`src/rtl/pcie_rx_completion_if.sv`:
```
// RX TLP stream in, read-completion words and error status out, for the CplD parser.
// master drives the RX beats and observes completions; slave is the parser itself.
interface pcie_rx_completion_if #(
    parameter int unsigned INDEX_BITS = 6,
    parameter int unsigned ERR_BITS   = 16
);
    logic                  rx_valid;
    logic                  rx_sop;
    logic                  rx_eop;
    logic [63:0]           rx_data;

    logic                  rc_valid;
    logic [7:0]            rc_tag;
    logic [INDEX_BITS-1:0] rc_index;
    logic [63:0]           rc_data;
    logic                  cpl_error;
    logic [ERR_BITS-1:0]   err_count;

    modport master (
        output rx_valid,
        output rx_sop,
        output rx_eop,
        output rx_data,
        input  rc_valid,
        input  rc_tag,
        input  rc_index,
        input  rc_data,
        input  cpl_error,
        input  err_count
    );

    modport slave (
        input  rx_valid,
        input  rx_sop,
        input  rx_eop,
        input  rx_data,
        output rc_valid,
        output rc_tag,
        output rc_index,
        output rc_data,
        output cpl_error,
        output err_count
    );
endinterface

```
`src/rtl/pcie_rx_completion.sv`:
```
// CplD receive parser: strips the 3DW header, realigns the payload into 64-bit words and
// labels each word with its position in the request block, derived from the byte count.
module pcie_rx_completion #(
    parameter int unsigned REQ_BYTES  = 512,
    parameter int unsigned INDEX_BITS = 6,
    parameter int unsigned ERR_BITS   = 16
) (
    input logic                 clock,
    input logic                 reset_n,
    pcie_rx_completion_if.slave bus
);

    localparam logic [12:0] ReqBytes = 13'(REQ_BYTES);

    typedef enum logic [1:0] {
        StIdle,
        StHdr2,
        StData,
        StDrop
    } state_e;

    state_e state_q, state_d;

    logic [31:0]           held_q, held_d;
    logic [7:0]            tag_q, tag_d;
    logic [8:0]            words_left_q, words_left_d;
    logic [INDEX_BITS-1:0] index_q, index_d;

    logic                  rc_valid_q;
    logic [7:0]            rc_tag_q;
    logic [INDEX_BITS-1:0] rc_index_q;
    logic [63:0]           rc_data_q;
    logic                  cpl_error_q;
    logic [ERR_BITS-1:0]   err_count_q;

    logic emit;
    logic err_pulse;

    logic                  sop_beat;
    logic                  data_beat;
    logic                  eop;
    logic                  is_cpld;
    logic                  hdr_ok;
    logic                  in_cpl;
    logic                  last_word;
    logic [9:0]            hdr_length;
    logic [2:0]            hdr_status;
    logic [12:0]           byte_count;
    logic [12:0]           len_bytes;
    logic [INDEX_BITS-1:0] start_index;

    assign sop_beat  = bus.rx_valid & bus.rx_sop;
    assign data_beat = bus.rx_valid & ~bus.rx_sop;
    assign eop       = bus.rx_eop;

    // Header fields are only meaningful on a sop beat (DW0 low, DW1 high).
    assign hdr_length = bus.rx_data[9:0];
    assign hdr_status = bus.rx_data[47:45];
    assign byte_count = (bus.rx_data[43:32] == 12'd0) ? 13'd4096 : {1'b0, bus.rx_data[43:32]};
    assign len_bytes  = {1'b0, hdr_length, 2'b00};

    assign is_cpld = (bus.rx_data[30:29] == 2'b10) && (bus.rx_data[28:24] == 5'b01010);
    assign hdr_ok  = (hdr_status == 3'd0) && !hdr_length[0] && (hdr_length != 10'd0) &&
                     (len_bytes <= byte_count) && (byte_count <= ReqBytes);

    // Bytes already delivered by earlier completions fix where this one starts.
    assign start_index = INDEX_BITS'((ReqBytes - byte_count) >> 3);

    assign in_cpl    = (state_q == StHdr2) || (state_q == StData);
    assign last_word = (words_left_q == 9'd1);

    always_ff @(posedge clock or negedge reset_n) begin
        if (!reset_n) begin
            state_q <= StIdle;
        end else begin
            state_q <= state_d;
        end
    end

    always_comb begin
        state_d = state_q;
        if (sop_beat) begin
            if (eop) begin
                state_d = StIdle;
            end else if (is_cpld && hdr_ok) begin
                state_d = StHdr2;
            end else begin
                state_d = StDrop;
            end
        end else if (data_beat) begin
            unique case (state_q)
                StIdle: state_d = StIdle;
                StHdr2: state_d = eop ? StIdle : StData;
                StData: begin
                    if (eop) begin
                        state_d = StIdle;
                    end else if (last_word) begin
                        state_d = StDrop;
                    end
                end
                StDrop: begin
                    if (eop) begin
                        state_d = StIdle;
                    end
                end
                default: state_d = StIdle;
            endcase
        end
    end

    always_comb begin
        emit         = 1'b0;
        err_pulse    = 1'b0;
        held_d       = held_q;
        tag_d        = tag_q;
        words_left_d = words_left_q;
        index_d      = index_q;
        if (sop_beat) begin
            // A sop cuts short any completion still in flight.
            err_pulse    = in_cpl | (is_cpld & (~hdr_ok | eop));
            words_left_d = hdr_length[9:1];
            index_d      = start_index;
        end else if (data_beat) begin
            unique case (state_q)
                StHdr2: begin
                    tag_d     = bus.rx_data[15:8];
                    held_d    = bus.rx_data[63:32];
                    err_pulse = eop;
                end
                StData: begin
                    emit         = 1'b1;
                    held_d       = bus.rx_data[63:32];
                    words_left_d = words_left_q - 9'd1;
                    index_d      = index_q + INDEX_BITS'(1);
                    // Early eop or missing eop on the final word are both faults.
                    err_pulse    = eop ^ last_word;
                end
                default: begin
                    emit = 1'b0;
                end
            endcase
        end
    end

    always_ff @(posedge clock or negedge reset_n) begin
        if (!reset_n) begin
            held_q       <= '0;
            tag_q        <= '0;
            words_left_q <= '0;
            index_q      <= '0;
            rc_valid_q   <= 1'b0;
            rc_tag_q     <= '0;
            rc_index_q   <= '0;
            rc_data_q    <= '0;
            cpl_error_q  <= 1'b0;
            err_count_q  <= '0;
        end else begin
            held_q       <= held_d;
            tag_q        <= tag_d;
            words_left_q <= words_left_d;
            index_q      <= index_d;
            rc_valid_q   <= emit;
            if (emit) begin
                rc_tag_q   <= tag_q;
                rc_index_q <= index_q;
                rc_data_q  <= {bus.rx_data[31:0], held_q};
            end
            cpl_error_q <= err_pulse;
            if (err_pulse && !(&err_count_q)) begin
                err_count_q <= err_count_q + ERR_BITS'(1);
            end
        end
    end

    assign bus.rc_valid  = rc_valid_q;
    assign bus.rc_tag    = rc_tag_q;
    assign bus.rc_index  = rc_index_q;
    assign bus.rc_data   = rc_data_q;
    assign bus.cpl_error = cpl_error_q;
    assign bus.err_count = err_count_q;

endmodule

```
`src/flat_wrapper.sv`:
```
// flat-port wrapper written by rule: the top's interface ports become plain ports
module pcie_rx_completion_flat 
#(
    parameter int unsigned REQ_BYTES  = 512,
    parameter int unsigned INDEX_BITS = 6,
    parameter int unsigned ERR_BITS   = 16
)
  (clock, reset_n, bus_rx_valid, bus_rx_sop, bus_rx_eop, bus_rx_data, bus_rc_valid, bus_rc_tag, bus_rc_index, bus_rc_data, bus_cpl_error, bus_err_count);
  pcie_rx_completion_if #(.INDEX_BITS(INDEX_BITS), .ERR_BITS(ERR_BITS)) bus_i ();
  input logic clock;
  input logic reset_n;
  input wire logic [$bits(bus_i.rx_valid)-1:0] bus_rx_valid;
  input wire logic [$bits(bus_i.rx_sop)-1:0] bus_rx_sop;
  input wire logic [$bits(bus_i.rx_eop)-1:0] bus_rx_eop;
  input wire logic [$bits(bus_i.rx_data)-1:0] bus_rx_data;
  output wire logic [$bits(bus_i.rc_valid)-1:0] bus_rc_valid;
  output wire logic [$bits(bus_i.rc_tag)-1:0] bus_rc_tag;
  output wire logic [$bits(bus_i.rc_index)-1:0] bus_rc_index;
  output wire logic [$bits(bus_i.rc_data)-1:0] bus_rc_data;
  output wire logic [$bits(bus_i.cpl_error)-1:0] bus_cpl_error;
  output wire logic [$bits(bus_i.err_count)-1:0] bus_err_count;
  assign bus_i.rx_valid = bus_rx_valid;
  assign bus_i.rx_sop = bus_rx_sop;
  assign bus_i.rx_eop = bus_rx_eop;
  assign bus_i.rx_data = bus_rx_data;
  assign bus_rc_valid = bus_i.rc_valid;
  assign bus_rc_tag = bus_i.rc_tag;
  assign bus_rc_index = bus_i.rc_index;
  assign bus_rc_data = bus_i.rc_data;
  assign bus_cpl_error = bus_i.cpl_error;
  assign bus_err_count = bus_i.err_count;
  pcie_rx_completion #(.REQ_BYTES(REQ_BYTES), .INDEX_BITS(INDEX_BITS), .ERR_BITS(ERR_BITS)) u_core (.clock(clock), .reset_n(reset_n), .bus(bus_i));
endmodule
```
`config.mk`:
```
export PLATFORM = sky130hd
export DESIGN_NAME = pcie_rx_completion_flat
export DESIGN_NICKNAME = d
export VERILOG_FILES = /design/src/rtl/pcie_rx_completion_if.sv /design/src/rtl/pcie_rx_completion.sv /design/src/flat_wrapper.sv
export SDC_FILE = /design/constraint.sdc
export NUM_CORES = 1
export LEC_CHECK = 0
export CORE_ASPECT_RATIO = 1.1
export CORE_MARGIN = 2
export CORE_UTILIZATION = 50
export CTS_CLUSTER_DIAMETER = 120
export DETAILED_ROUTE_END_ITERATION = 6
export GPL_TIMING_DRIVEN = 0
export PLACE_DENSITY = 0.81
export SETUP_SLACK_MARGIN = 0.4
export SLEW_MARGIN = 20
export SYNTH_ARGS = -nofsm -noshare
export SYNTH_HDL_FRONTEND = slang
export SYNTH_SLANG_ARGS = --single-unit
```
`constraint.sdc`:
```
create_clock -name clock -period 2.4 [get_ports clock]
set_input_delay 0.48 -clock clock [delete_from_list [all_inputs] [get_ports clock]]
set_output_delay 0.48 -clock clock [all_outputs]
set_load 0.005 [all_outputs]
```
==> flow_summary.toml <==
# implementation run metrics
[clock_network]
clock_sinks = 153
cts_tree = "built"
clk_pin_slew_ps = 60
numCtsBuffers = 17
cts_buffer_depth = 2
ctsHtreeMaxLevel = 4
clkLatencyLatePin_ps = 420
hold_buffers = 0

[cells_and_area]
fillerInstances = 996
layout.nets = 980
regArea_um2 = 3830
final-comb-area_um2 = 3100
fin_util_pct = 73.4
n_antenna_cell = 0
drive_above_1_share_pct = 20.0
areaGrowthSynthToFinish_pct = 43.2

[sta]
whs_ps = 36.8
slew_viol_final = 0
fin_crit_ps = 2280
tightestPinTransition_ps = 595
tns_ps = 0
slew_headroom_pct = 60.3
finalHoldViolations = 0
fin_worst_skew_ps = 7.60
clock.fmax_mhz = 438
setup_viol = 0

[power_and_ir_drop]
p_per_area_nw_per_um2 = 987
p_leak_uw = 0.00456

[critical_path]
r2r_start = "u_core.state_q[0]"
critical_path_arrival_ps = 2630
critical_path_class = "input pin to register"
rrSetupSlack_ps = 130
reg2reg_depth = 12
worst_setup_path_start_kind = "input pin"
end_kind = "register"
required_ps = 2740
regToRegEndpoint = "u_core.bus.err_count[6]"

[die]
core_um2 = 13200
ios = 165
die_w_um = 115
core_util_floorplan_pct = 51.2
rows = 44

[placed_design]
dp_hpwl_mm = 11.9
place.port_buffers = 163

[routing]
vias = 5713
routedWlPerCell_um = 16.5
first_pass_iters = 7
antenna_left = 0
drt_iter0_drc = 364
drc = 5
totalWireLength_mm = 17.7

[run_status]
violations = "design-rule violations"
status = "finished with violations"

[global_routing]
grt_pass1_vias = 5611
antenna_found_initial = 0
track_usage_pct = 25.0
grt_pass1_wl_mm = 28.3
grt_max_degree = 79

[yosys]
ys_async_sr_fraction_pct = 100
synth_cell_types = 45
top_area_cell = "dfrtp_1"
common_cells = "nand2_1, dfrtp_1, mux2_2"
ys_seq_share_pct = 56.5
syn_area_um2 = 6770
syn-instance-count = 697
edf_count = 0
syn_area_per_cell_um2 = 9.72
top_cell = "nand2_1"
syn_nets = 783
numSynthFlops = 153

[job]
tool_warnings = 32
[what timing repair did]
item | in CTS | in global routing
endpoints found under the setup margin | 99 | 73
pin swaps | 20 | 8
endpoints found under the hold margin | 0 | 0
gates cloned | 1 | 0
resized | 147 | 23
buffers inserted | 9 | 4
[final cells by class]
class	instances	area share, %
buffer	28	1.57
clock inverter	11	1.26
tap	161	2.08
timing repair buffer	178	17.9
clock buffer	20	4.81
multi-input combinational	496	32.0
inverter	20	0.929
sequential	153	39.5
[sequential cells by signal, indices dropped and copies added (netlist names)]
signal                flops
u_core.bus.rc_tag         8
u_core.held_q            32
u_core.bus.rc_valid       1
u_core.bus.rc_index       6
u_core.state_q            2
u_core.bus.cpl_error      1
u_core.bus.rc_data       64
u_core.bus.err_count     16
u_core.tag_q              8
u_core.index_q            6
u_core.words_left_q       9
[cells by family (layout without fill, tap and decap cells)]
family,Yosys count,in the layout,share of synthesized area [%]
DFF,153,153,56.5
xor gates and xnor gates,17,17,2.20
AOI/OAI and AO/OA,59,59,5.25
muxes,45,45,7.41
adders and majority gates,17,17,3.14
and+or+nand+nor,358,358,22.7
buffers and inverters,48,257,2.77
[routing by layer]
layer  GRT usage, %  part of all wire (%)
met4           7.23                   1.9
met3           8.66                   7.8
met2           41.3                    50
met5              0                     0
met1           31.1                    41
[worst max-delay path by stage]
stage / slack [ps] / end / start / depth (start not counted)
CTS: 160 / u_core.bus.err_count[6] / u_core.state_q[0] / 12
global placement: -5340 / u_core.held_q[16] / reset_n / 1
global route: 30 / u_core.bus.err_count[6] / u_core.state_q[0] / 12
detailed placement: -860 / u_core.bus.err_count[3] / bus_rx_data[40] / 11
finish: 120 / u_core.bus.err_count[6] / bus_rx_data[33] / 10
floorplan: 140 / u_core.bus.err_count[14] / bus_rx_data[37] / 8
[critical path, cell delays in order]
cell,delay (ps)
clkdlybuf4s15_2,220
or4_4,530
or3_4,350
and3_4,170
o2111ai_4,110
nand3_4,150
buf_6,150
buf_6,120
nor4_4,160
xor2_1,180
[cell usage in the layout (no fill, tap or decap), types with 5 or more instances in the layout]
cell	n
a21oi_1	18
buf_2	15
buf_4	13
clkbuf_1	9
clkbuf_16	17
clkbuf_2	12
clkdlybuf4s50_1	140
dfrtp_1	152
ha_1	9
ha_4	8
inv_1	12
inv_2	5
mux2_2	40
nand2_1	263
nand3_1	19
nand4_1	5
nor2_1	16
nor2_4	8
nor3_4	5
nor4_1	5
o21ai_0	15
o22ai_1	8
xor2_1	13
[per-stage QoR]
step                setup WS (ps)  total power, uW  area (um2)  std cells
finish                        119             9570        9700       1067
global route                 25.2            10100        9700       1067
CTS                           163             9560        9610       1063
detailed placement           -860             6800        8730       1022
global placement            -5340             6670        8700       1021
floorplan                     137             5120        6860        697
[power breakdown]
group | leakage (uW) | total, uW | switching, uW | internal (uW)
combinational | 0.00236 | 2840 | 1120 | 1720
clock | 0.000280 | 2620 | 1020 | 1600
sequential | 0.00192 | 4110 | 594 | 3520
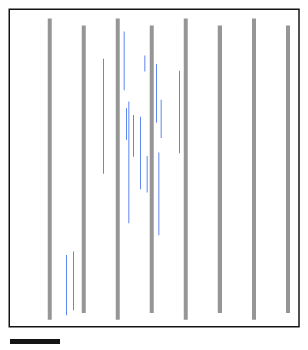
Fig. 1. The metal 4 layer.
Bar = 20 um. Supply wires on this layer in gray.
longest straight run	48.3 um
wire length on this layer	345 um
share of all routed wire	2.0%

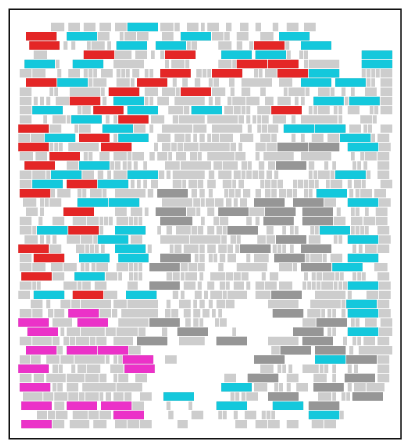
Fig. 2. Sequential cells colored by netlist name.
Other sequential cells in the stronger gray, the rest of the logic in the fainter gray.
color	signal	flops
red	u_core.held_q	32
cyan	u_core.bus.rc_data	64
magenta	u_core.bus.err_count	16

Power is estimated from default activity; no workload was simulated.
